### Sequential cells colored by netlist name

(2 px per um) Other sequential cells in the stronger gray, the rest of the logic in the fainter gray.
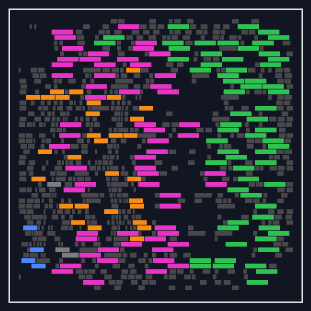
### Drive-strength map

(3 px per um)
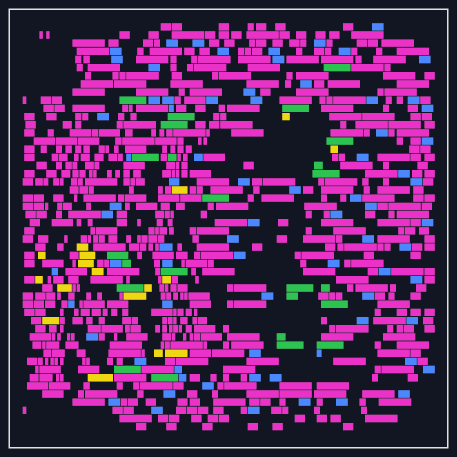
`src/rtl/fetch_stage.sv`:
```
// Instruction fetch stage: owns the PC, captures the memory word into a small
// circular FIFO and hands {pc, instr} pairs to decode over valid/ready.
module fetch_stage #(
  parameter logic [31:0] RESET_PC = 32'h0000_0000,
  parameter int          DEPTH    = 2,
  parameter int          PC_STEP  = 4
) (
  input  logic        clk,
  input  logic        rst,
  output logic [31:0] instr_addr,
  input  logic [31:0] instr,
  input  logic        fetch_en,
  input  logic        redirect_valid,
  input  logic [31:0] redirect_pc,
  output logic        out_valid,
  input  logic        out_ready,
  output logic [31:0] out_instr,
  output logic [31:0] out_pc,
  output logic [3:0]  fifo_count
);

  localparam int                PTR_W   = $clog2(DEPTH);
  localparam logic [PTR_W-1:0]  LAST    = PTR_W'(DEPTH - 1);
  localparam logic [3:0]        DEPTH_C = 4'(DEPTH);
  localparam logic [31:0]       STEP_C  = 32'(PC_STEP);

  logic [31:0]      pc;
  logic [31:0]      pc_q    [DEPTH];
  logic [31:0]      instr_q [DEPTH];
  logic [PTR_W-1:0] head;
  logic [PTR_W-1:0] tail;
  logic [3:0]       count;
  logic             full;
  logic             pop;
  logic             push;

  function automatic logic [PTR_W-1:0] ptr_inc(input logic [PTR_W-1:0] p);
    return (p == LAST) ? '0 : p + 1'b1;
  endfunction

  // Full/empty come from count so head == tail is never ambiguous.
  assign full = (count == DEPTH_C);
  assign pop  = out_valid & out_ready;
  assign push = fetch_en & ~redirect_valid & (~full | pop);

  always_ff @(posedge clk) begin
    if (rst) begin
      pc    <= RESET_PC;
      count <= '0;
      head  <= '0;
      tail  <= '0;
      for (int i = 0; i < DEPTH; i++) begin
        pc_q[i]    <= '0;
        instr_q[i] <= '0;
      end
    end else if (redirect_valid) begin
      // Flush wins over any pop this cycle; the head is dropped, not consumed.
      pc    <= {redirect_pc[31:2], 2'b00};
      count <= '0;
      head  <= '0;
      tail  <= '0;
    end else begin
      if (push) begin
        pc_q[tail]    <= pc;
        instr_q[tail] <= instr;
        tail          <= ptr_inc(tail);
        pc            <= pc + STEP_C;
      end
      if (pop) begin
        head <= ptr_inc(head);
      end
      count <= count + {3'b000, push} - {3'b000, pop};
    end
  end

  assign instr_addr = pc;
  assign out_valid  = (count != 4'd0);
  assign out_instr  = instr_q[head];
  assign out_pc     = pc_q[head];
  assign fifo_count = count;

endmodule

```
`config.mk`:
```
export PLATFORM = sky130hd
export DESIGN_NAME = fetch_stage
export DESIGN_NICKNAME = d
export VERILOG_FILES = /design/src/rtl/fetch_stage.sv
export SDC_FILE = /design/constraint.sdc
export NUM_CORES = 1
export LEC_CHECK = 0
export CORE_MARGIN = 4
export CORE_UTILIZATION = 40
export DETAILED_ROUTE_END_ITERATION = 8
export PLACE_DENSITY = 0.66
export SYNTH_ARGS = -nofsm -noshare
export SYNTH_HDL_FRONTEND = slang
export SYNTH_SLANG_ARGS = --single-unit
```
`constraint.sdc`:
```
create_clock -name clk -period 6.5 [get_ports clk]
set_input_delay 0.65 -clock clk [delete_from_list [all_inputs] [get_ports clk]]
set_output_delay 0.65 -clock clk [all_outputs]
set_load 0.05 [all_outputs]
```
==> flow_summary_export.csv <==
group,metric,value,unit
clock_tree,clock.latency.late_pin,0.42,ns
final_timing,fmax,309,MHz
global_route,grt.busiest_layer,"met2",
worst_setup_path,path_buffers,1,
synthesis,avgSynthCellArea,12.3,um^2
global_route,grt_max_degree,63,
worst_setup_path,crit_slowest_cell,"dfxtp_4",
clock_tree,cts_sinks,161,
run,drv_cap,0,
clock_tree,hold_buffers,0,
layout,nets,835,
placement,dp.cells,974,
synthesis,muxShareOfSynthArea,0.0955,
synthesis,yosys.cell_count.top_type,"edfxtp_1",
detailed_routing,via_per_inst,5.36,
final_timing,finalHoldViolCount,0,
final_timing,tightest_slew,1.13,ns
worst_setup_path,start_kind,"register",
detailed_routing,first_pass_iters,5,
worst_setup_path,reg2reg_depth,5,
detailed_routing,drcViolationCount,0,
worst_setup_path,critPathMaxStageDelay,0.95,ns
clock_tree,clockBufferDepth,2,
layout,final_layout_size_suffix_gt1_frac,0.150,
die,rows,50,
synthesis,synth-main-ff-cell,"edfxtp_1",
clock_tree,cts_setup_buffers,0,
synthesis,netlist.area_leader.share,0.491,
layout,antenna_cells,0,
synthesis,synth_cell_types,59,
die,die_w,146,um
pwr,finalPower,0.00263,W
detailed_routing,wl_met1,8.18,mm
global_route,met1_usage,0.226,
final_timing,layout_min_cycle_time,3.23,ns
detailed_routing,routed_wl,18.9,mm
final_timing,setup_viol,0,
synthesis,ys_cells,615,
pwr,p_per_area,266,mW/mm^2
worst_setup_path,cp.required,5.85,ns
global_route,antenna_found_initial,0,
clock_tree,cts_root_buf,"clkbuf_16",
synthesis,topCombFamilyByArea,"simple AND/OR/NAND/NOR gates",
detailed_routing,wl_met2,9.08,mm
synthesis,simple_gate_share,0.190,
final_timing,max-slew-margin-rel,0.250,
synthesis,synth_seq_share,0.589,
final_timing,slew_violations,0,
final_timing,rsz0062_at_grt,"false",
die,core,0.0187,mm^2
global_route,met3_usage,0.0533,
worst_setup_path,arrival,2.58,ns
global_route,grt_overflow_total,0,
synthesis,synthArstFlopShare,0,
detailed_routing,post_drt_wl_per_cell,18.8,um
outcome,run_status,"complete, no violations",
placement,placed_area,0.00933,mm^2
run,tool_warnings,28,
synthesis,syn_area,0.00758,mm^2
synthesis,edf_count,124,
worst_setup_path,crit_type,"register to primary output",
synthesis,ys_warn_count,0,
synthesis,synthAdderAreaFrac,0.0109,
final_timing,whs,0.507,ns
worst_setup_path,cp-end-kind,"primary output",
detailed_routing,routed.top_layer,"met4",
placement,portBuffers,163,
pwr,p_leak,3.61,nW
synthesis,yosys_area,0.00758,mm^2
final_timing,period_used_share,0.497,
synthesis,common_cells,"124 x edfxtp_1, 123 x and2_1, 62 x mux2_2",
synthesis,synth-seq-cells,161,
worst_setup_path,path_max_fanout,62,
layout,comb_area,0.00287,mm^2
global_route,grt_util_all_layers,0.176,
die,ios,170,
worst_hold_path,holdPathStages,2,
detailed_routing,antenna_left,0,
die,die_area,0.0212,mm^2
clock_tree,cts_tree,"done",
final_timing,setup_tns,0,ns
synthesis,compound_area_frac,0.0662,
worst_hold_path,holdCritPathClass,"register to register",
clock_tree,cts_resized,0,
About 'Sequential cells colored by netlist name':
| signal | color | placed flops |
|---|---|---|
| instr_q | green | 64 |
| instr_addr | orange | 30 |
| fifo_count | blue | 4 |
| pc_q | magenta | 60 |
not colored: 3
Final Util: 0.529
seq pwr: 0.00121 W
Sequential Area: 0.00447 mm^2

About 'Drive-strength map':
| size | color | cells | most used |
|---|---|---|---|
| drive 6 and up | green | 24 | clkbuf_16 |
| drive 2 | blue | 75 | mux2_2 |
| drive 3 to 4 | yellow | 17 | buf_4 |
| drive 1 or less | magenta | 657 | clkdlybuf4s50_1 |
final worst slack: 3.27 ns
fin area: 0.00989 mm^2
Non-CTS buffers: 167
area delta synth->final: 30.4%

-- power by group --
| part | total, W | internal (W) | switching [W] |
|---|---|---|---|
| Clock | 0.000919 | 0.000494 | 0.000425 |
| Sequential | 0.00121 | 0.00116 | 0.0000475 |
| Combinational | 0.000496 | 0.000189 | 0.000307 |
| Total | 0.00263 | 0.00185 | 0.000780 |
-- worst min-delay path: cells and delay by family, from the launching register on --
kind	cells	cell delay, ns
flops	1	0.33
simple gates	1	0.07
xor+xnor	1	0.08
-- path summary, 6_finish.rpt --
check / to / startpoint / slack, ns
hold reg to reg: head / head / 0.51
hold / removal: head / head / 0.51
setup / recovery: out_pc[13] / register / 3.27
setup reg to reg: instr_q[1][6] / fifo_count[2] / 3.81
-- final cells by class --
type / count / share of cell area
multi-input combinational: 400 / 0.290
sequential: 161 / 0.452
tap: 234 / 0.0296
clock inverter: 14 / 0.0108
clock buffer: 18 / 0.0434
inverter: 13 / 0.00494
timing repair buffer: 167 / 0.169
-- cells in the final DEF, fill, tap and decap left out, types with 3 or more instances in the layout --
cell	netlist	routed
nand2_1	25	25
a31oi_1	19	19
edfxtp_1	124	124
inv_6	0	5
conb_1	1	4
xor2_1	7	7
a21oi_1	15	15
nor2_1	23	23
o22ai_1	5	5
or3_1	7	7
inv_1	13	13
nand3_1	15	15
and3_1	4	4
mux2_2	62	62
clkbuf_16	0	17
nor4_1	3	3
ha_1	5	5
and2_1	123	123
nor3_1	6	6
a222oi_1	3	3
clkdlybuf4s50_1	0	163
nand4_1	6	6
o21ai_0	17	17
dfxtp_1	37	36
and4_1	8	8
buf_4	5	3
clkinv_2	0	3
-- registers in the layout, indices dropped and copies added, names as in the netlist, named ones only --
name        cells
head            1
fifo_count      4
instr_addr     30
pc_q           60
instr_q        64
tail            1
Power figures rest on the tool's default switching activity, not on a simulated workload.
